### src/rtl/o_serializer_pkg.sv
// o_serializer_pkg: shared state encoding, width limits and bit-order helper
package o_serializer_pkg;
  typedef enum logic {ST_IDLE, ST_SHIFT} state_e;
  localparam logic [0:0] IDLE = ST_IDLE;
  localparam logic [0:0] SHIFT = ST_SHIFT;
  localparam int WIDTH_MIN = 2;
  localparam int WIDTH_MAX = 16;
  function automatic logic [3:0] bit_idx(input logic [3:0] pos, input logic msb_first, input logic [4:0] width);
    return msb_first ? 4'(width - 5'd1 - 5'(pos)) : pos;
  endfunction
endpackage

### src/rtl/o_serializer_if.sv
// o_serializer_if: fabric-side word handshake, serial output and status flags
interface o_serializer_if #(parameter int WIDTH = 8);
  logic EN;
  logic [WIDTH-1:0] D;
  logic D_VALID;
  logic D_READY;
  logic Q;
  logic BUSY;
  logic UNDERRUN;
  logic UNDERRUN_CLR;
  modport master (output EN, D, D_VALID, UNDERRUN_CLR, input D_READY, Q, BUSY, UNDERRUN);
  modport slave (input EN, D, D_VALID, UNDERRUN_CLR, output D_READY, Q, BUSY, UNDERRUN);
endinterface

### src/rtl/o_serializer_hold.sv
// o_serializer_hold: one-entry holding register with valid/ready handshake
module o_serializer_hold
  import o_serializer_pkg::*;
#(
  parameter int WIDTH = 8
) (
  input  logic             CLK,
  input  logic             RST,
  input  logic             en,
  input  logic [WIDTH-1:0] d,
  input  logic             d_valid,
  input  logic             xfer,
  output logic             d_ready,
  output logic             hold_v,
  output logic [WIDTH-1:0] hold
);
  logic             hold_v_q, hold_v_d, acc;
  logic [WIDTH-1:0] hold_q, hold_d;
  assign d_ready = RST & en & (~hold_v_q | xfer);
  assign acc = d_valid & d_ready;
  // capture a new word on accept; a transfer empties the slot unless refilled on the same edge
  always_comb begin
    hold_v_d = acc ? 1'b1 : xfer ? 1'b0 : hold_v_q;
    hold_d = acc ? d : hold_q;
  end
  // holding register state
  always_ff @(posedge CLK) begin
    if (!RST) begin
      hold_v_q <= 1'b0;
      hold_q <= '0;
    end else begin
      hold_v_q <= hold_v_d;
      hold_q <= hold_d;
    end
  end
  assign hold_v = hold_v_q;
  assign hold = hold_q;
endmodule

### src/rtl/o_serializer.sv
// o_serializer: parallel-to-serial output stage with holding register and underrun flag
module o_serializer
  import o_serializer_pkg::*;
#(
  parameter int   WIDTH      = 8,
  parameter bit   MSB_FIRST  = 1'b1,
  parameter logic IDLE_VALUE = 1'b0
) (
  input logic             CLK,
  input logic             RST,
  o_serializer_if.slave   bus
);
  localparam int CW = $clog2(WIDTH);
  if (WIDTH < WIDTH_MIN || WIDTH > WIDTH_MAX) begin : g_width_check
    $error("o_serializer: WIDTH must be within 2..16");
  end
  logic [0:0]       state_q, state_d;
  logic [CW-1:0]    cnt_q, cnt_d;
  logic [WIDTH-1:0] sh_q, sh_d, hold;
  logic [15:0]      hold_x, sh_x;
  logic             q_q, q_d, und_q, und_d, hold_v, xfer, last;
  assign last = (state_q == SHIFT) && (cnt_q == CW'(WIDTH - 1));
  assign xfer = hold_v && ((state_q == IDLE) || last);
  assign hold_x = 16'(hold);
  assign sh_x = 16'(sh_q);
  o_serializer_hold #(.WIDTH(WIDTH)) u_hold (
    .CLK     (CLK),
    .RST     (RST),
    .en      (bus.EN),
    .d       (bus.D),
    .d_valid (bus.D_VALID),
    .xfer    (xfer),
    .d_ready (bus.D_READY),
    .hold_v  (hold_v),
    .hold    (hold)
  );
  // shifter, bit counter and FSM: load on transfer, step through the word, fall back to idle
  always_comb begin
    state_d = state_q;
    cnt_d = cnt_q;
    sh_d = sh_q;
    q_d = q_q;
    if (xfer) begin
      sh_d = hold;
      q_d = hold_x[bit_idx(4'd0, MSB_FIRST, 5'(WIDTH))];
      cnt_d = '0;
      state_d = SHIFT;
    end else if (last) begin
      q_d = IDLE_VALUE;
      cnt_d = '0;
      state_d = IDLE;
    end else if (state_q == SHIFT) begin
      q_d = sh_x[bit_idx(4'(cnt_q) + 4'd1, MSB_FIRST, 5'(WIDTH))];
      cnt_d = cnt_q + 1'b1;
    end
  end
  // sticky underrun: an empty word boundary while enabled sets it, and a set beats a clear
  always_comb und_d = (last & ~hold_v & bus.EN) | (und_q & ~bus.UNDERRUN_CLR);
  // state registers
  always_ff @(posedge CLK) begin
    if (!RST) begin
      state_q <= IDLE;
      cnt_q <= '0;
      sh_q <= '0;
      q_q <= IDLE_VALUE;
      und_q <= 1'b0;
    end else begin
      state_q <= state_d;
      cnt_q <= cnt_d;
      sh_q <= sh_d;
      q_q <= q_d;
      und_q <= und_d;
    end
  end
  assign bus.Q = q_q;
  assign bus.BUSY = (state_q == SHIFT);
  assign bus.UNDERRUN = und_q;
endmodule

### src/flat_wrapper.sv
// flat-port wrapper written by rule: the top's interface ports become plain ports
module o_serializer_flat import o_serializer_pkg::*;
#(
  parameter int   WIDTH      = 8,
  parameter bit   MSB_FIRST  = 1'b1,
  parameter logic IDLE_VALUE = 1'b0
)
  (CLK, RST, bus_EN, bus_D, bus_D_VALID, bus_UNDERRUN_CLR, bus_D_READY, bus_Q, bus_BUSY, bus_UNDERRUN);
  o_serializer_if #(.WIDTH(WIDTH)) bus_i ();
  input logic CLK;
  input logic RST;
  input wire logic [$bits(bus_i.EN)-1:0] bus_EN;
  input wire logic [$bits(bus_i.D)-1:0] bus_D;
  input wire logic [$bits(bus_i.D_VALID)-1:0] bus_D_VALID;
  input wire logic [$bits(bus_i.UNDERRUN_CLR)-1:0] bus_UNDERRUN_CLR;
  output wire logic [$bits(bus_i.D_READY)-1:0] bus_D_READY;
  output wire logic [$bits(bus_i.Q)-1:0] bus_Q;
  output wire logic [$bits(bus_i.BUSY)-1:0] bus_BUSY;
  output wire logic [$bits(bus_i.UNDERRUN)-1:0] bus_UNDERRUN;
  assign bus_i.EN = bus_EN;
  assign bus_i.D = bus_D;
  assign bus_i.D_VALID = bus_D_VALID;
  assign bus_i.UNDERRUN_CLR = bus_UNDERRUN_CLR;
  assign bus_D_READY = bus_i.D_READY;
  assign bus_Q = bus_i.Q;
  assign bus_BUSY = bus_i.BUSY;
  assign bus_UNDERRUN = bus_i.UNDERRUN;
  o_serializer #(.WIDTH(WIDTH), .MSB_FIRST(MSB_FIRST), .IDLE_VALUE(IDLE_VALUE)) u_core (.CLK(CLK), .RST(RST), .bus(bus_i));
endmodule
### config.mk
export PLATFORM = sky130hd
export DESIGN_NAME = o_serializer_flat
export DESIGN_NICKNAME = d
export VERILOG_FILES = /design/src/rtl/o_serializer_pkg.sv /design/src/rtl/o_serializer_if.sv /design/src/rtl/o_serializer_hold.sv /design/src/rtl/o_serializer.sv /design/src/flat_wrapper.sv
export SDC_FILE = /design/constraint.sdc
export NUM_CORES = 1
export LEC_CHECK = 0
export CORE_MARGIN = 5
export CORE_UTILIZATION = 50
export CTS_CLUSTER_DIAMETER = 200
export DETAILED_ROUTE_END_ITERATION = 8
export GPL_ROUTABILITY_DRIVEN = 1
export PLACE_DENSITY = 0.75
export SYNTH_ARGS = -nofsm -noshare
export SYNTH_HDL_FRONTEND = slang
export SYNTH_SLANG_ARGS = --single-unit
### constraint.sdc
create_clock -name CLK -period 1.8 [get_ports CLK]
set_input_delay 0.27 -clock CLK [delete_from_list [all_inputs] [get_ports CLK]]
set_output_delay 0.27 -clock CLK [all_outputs]
set_load 0.1 [all_outputs]
### Cells by drive strength

Scale bar: 20 um.
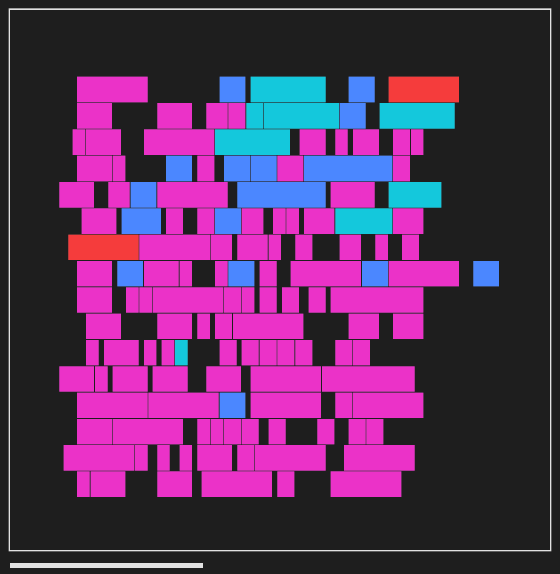
Key: magenta = x1 and smaller [cells 109, share 81%]; red = x6 and larger [cells 2, share 1.5%]; blue = x3 and x4 [cells 16, share 12%]; cyan = x2 [cells 8, share 5.9%]

### Clock nets

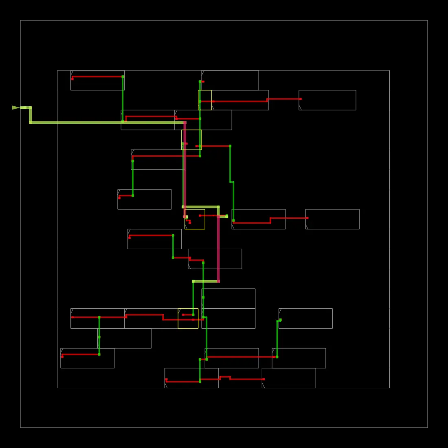
clk sinks: 23
clk ins delay skew pair: 0.31 ns
CLK BUF: 3
Seq cells: 23
skew final: 0.002350 ns

### Signal wires by layer

Only two layers are drawn.
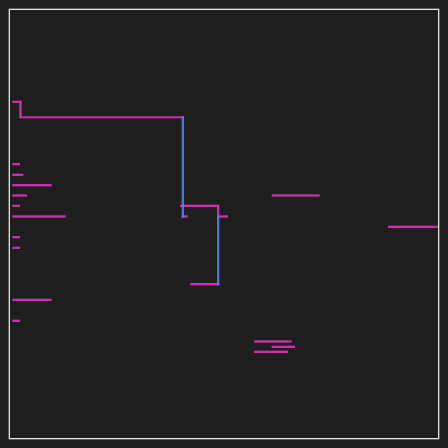
Key: blue = M4 [wire length 21.8 um]; magenta = M3 [wire length 81.4 um]

-- worst register-to-register path, delay by kind of cell (launching register included) --
| kind | cells | cell delay (ns) |
|---|---|---|
| buffers and inverters | 2 | 0.37 |
| adder cells (fa/ha/maj) | 2 | 0.31 |
| flip-flops | 1 | 0.36 |
| AND/OR/NAND/NOR | 2 | 0.29 |
| multiplexers | 1 | 0.20 |
-- flip-flops by register name, summed over array words and instances, names as in the netlist --
name,flops
u_core.cnt_q,3
u_core.bus.BUSY,1
u_core.bus.Q,1
u_core.u_hold.hold,8
u_core.sh_q,8
u_core.u_hold.hold_v,1
u_core.bus.UNDERRUN,1
-- worst paths after layout --
check	from	end	slack, ns	cells after the start
worst max-delay path	u_core.cnt_q[0]	bus_D_READY	0.01	5
worst min-delay path	u_core.u_hold.hold[5]	u_core.u_hold.hold[5]	0.47	2
worst max register to register	u_core.cnt_q[0]	u_core.u_hold.hold[0]	0.20	7
worst min register to register	u_core.u_hold.hold[5]	u_core.u_hold.hold[5]	0.47	2
-- power breakdown --
part	leakage, nW	internal (mW)	total, mW	switching (mW)
clock network	0.0177	0.0832	0.238	0.155
registers	0.189	0.528	0.545	0.0163
logic	0.360	0.0694	0.157	0.0871
-- kinds of logic (layout without fill, tap and decap cells) --
group,after synthesis,after routing,share of synthesized area
flip-flops,23,23,0.4386
AND-OR/OR-AND,26,26,0.1502
XOR/XNOR,2,2,0.02384
AND/OR/NAND/NOR,33,33,0.1514
adder cells (fa/ha/maj),3,3,0.03576
multiplexers,10,10,0.1263
buffers and inverters,18,38,0.07389
-- layout by cell type, fill, tap and decap left out, drive strengths merged, types with 2 or more instances in the layout --
cell type,synthesis,final
o2111ai,2,2
nand3b,2,2
nand2b,2,2
o21ai,9,9
clkdlybuf4s50,0,12
a21oi,11,11
mux2i,8,8
mux4,2,2
inv,10,10
nand3,9,9
clkbuf,5,3
ha,3,3
dfxtp,23,23
nand2,11,11
buf,3,12
nand4,2,2
nor2,4,4
-- per-stage QoR --
stage | setup WS, ns | TNS [ns] | std cells | instance area (um2) | total power [mW]
2_1_floorplan | 0.02932 | 0 | 115 | 1052 | 0.6477
3_3_place_gp | 0.2075 | 0 | 156 | 1266 | 0.7034
3_5_place_dp | 0.1753 | 0 | 156 | 1266 | 0.7075
4_1_cts | -0.02641 | -0.02641 | 162 | 1321 | 0.9403
5_1_grt | -0.03221 | -0.03221 | 162 | 1341 | 0.9801
6_report | 0.01303 | 0 | 162 | 1341 | 0.9394
-- cell type report --
type / count / area [um2]
fill: 163 / 640.6
timing repair buffer: 24 / 235.2
multi-input combinational: 74 / 541.8
clock buffer: 3 / 22.52
clock inverter: 1 / 5.005
tap: 27 / 33.78
inverter: 10 / 37.54
sequential: 23 / 465.4
-- per-layer routing --
metal  track usage  vias up  part of all wire
met1        0.1730      407              0.46
met5             0        -                 0
met2        0.2584       23              0.50
li1              -      439                 -
met4       0.05085        0             0.010
met3       0.02320        4             0.038
-- timing repair --
action                                  CTS  global route
resized                                   6             2
endpoints found under the hold margin     0             0
pin swaps                                 2             1
buffers inserted                          2             0
endpoints found under the setup margin    1             1
gates cloned                              0             0
hold buffers                              0             0
==> results.py <==
# Metrics from the implementation run
metrics = {
    "drt": {
        "wl_mm": 2.104,
        "drcViolationCount": 0,
        "drt_first_pass_iters": 4,
        "drtIter0Drc": 21,
        "routedWlPerCell_um": 12.99,
        "vias_per_cell": 5.389,
        "vias": 873,
    },
    "synth": {
        "fp_nets": 131,
        "synth_flops": 23,
        "common_cells": "dfxtp_1, a21oi_1, nand2_1",
        "synthFlopType": "dfxtp_1",
        "yosysChipArea_um2": 1050,
        "syn_inst": 115,
        "synth_cell_types": 28,
        "synth_top_area_share": 0.4386,
        "edf_count": 0,
        "async_reset_ff_frac": 0,
        "yosysTopAreaCell": "dfxtp_1",
        "top_cells_by_area": "dfxtp_1, mux2i_1, a21oi_1, mux4_1, nand3_1",
        "synthesis.area_um2": 1050,
        "synth.avg_cell_area_um2": 9.128,
        "yosysWarningCount": 0,
        "ys_cells": 115,
        "top_cell": "dfxtp_1",
    },
    "critical_path": {
        "cpMostUsedCell": "ha_4",
        "path_class": "reg2out",
        "crit_slowest_cell": "dfxtp_2",
        "path_cells": "ha_4, ha_4, nand3b_1, and3_4, buf_12",
        "setup.worst_path.start_class": "flip-flop",
        "required_ns": 1.53,
        "crit_family": "simple AND/OR/NAND/NOR gates",
        "cp_max_fo": 2,
        "critPathBufInv": 1,
        "cp-end-kind": "output pin",
        "critical_path_arrival_ns": 1.52,
        "cp_slowest_stage_delay_ns": 0.36,
    },
    "finish": {
        "area_growth_pct": 27.77,
        "utilization": 0.6768,
        "final_layout_size_suffix_gt1_frac": 0.1926,
        "num-nets-final": 152,
        "num_antenna_cells": 0,
    },
    "global_routing": {
        "antenna_found_initial": 0,
        "first_global_vias": 884,
        "grt_pass1_wl_mm": 3.719,
        "grt_use_total": 0.1444,
        "gr-total-overflow": 0,
        "grt_max_degree": 16,
    },
    "final_timing": {
        "finalHoldViolations": 0,
        "maxSlewViolCount": 0,
        "max_freq_ghz": 0.5596,
        "worst_hold_slack_ns": 0.4692,
        "tightest_slew_ns": 0.3545,
        "min_period_ns": 1.787,
        "setup_viol": 0,
        "rsz0062_at_grt": "true",
        "relSlewSlack": 0.7628,
        "post-route-period-util": 0.9928,
    },
    "clocking": {
        "htreeDepth": 1,
        "ctsLongestPathBuffers": 2,
        "cts_tree": "built",
        "cts_buffers": 3,
        "clkTransAtPathRegs_ns": 0.12,
        "root_buffer": "clkbuf_4",
    },
    "hold_path": {
        "hp-class": "reg2reg",
    },
    "power_and_ir_drop": {
        "irDropWorstVdd_mv": 0.6424,
        "leakagePower_nw": 0.5662,
        "powerDensity_nw_per_um2": 700.4,
    },
    "place": {
        "numPortBuffers": 16,
        "place_congestion": 0.7824,
        "place_hpwl_mm": 1.638,
    },
    "run": {
        "warnings": 29,
        "maxCapViolCount": 0,
    },
    "floorplan": {
        "io_pins": 17,
        "die-height_um": 55.82,
        "rows": 16,
        "fp_util": 0.5297,
        "die_x_um": 55.82,
        "dieArea_um2": 3116,
        "core_area_um2": 1982,
    },
    "run_status": {
        "status": "complete, no violations",
    },
}
No activity file was given, so power comes from the tool's default toggle rates.
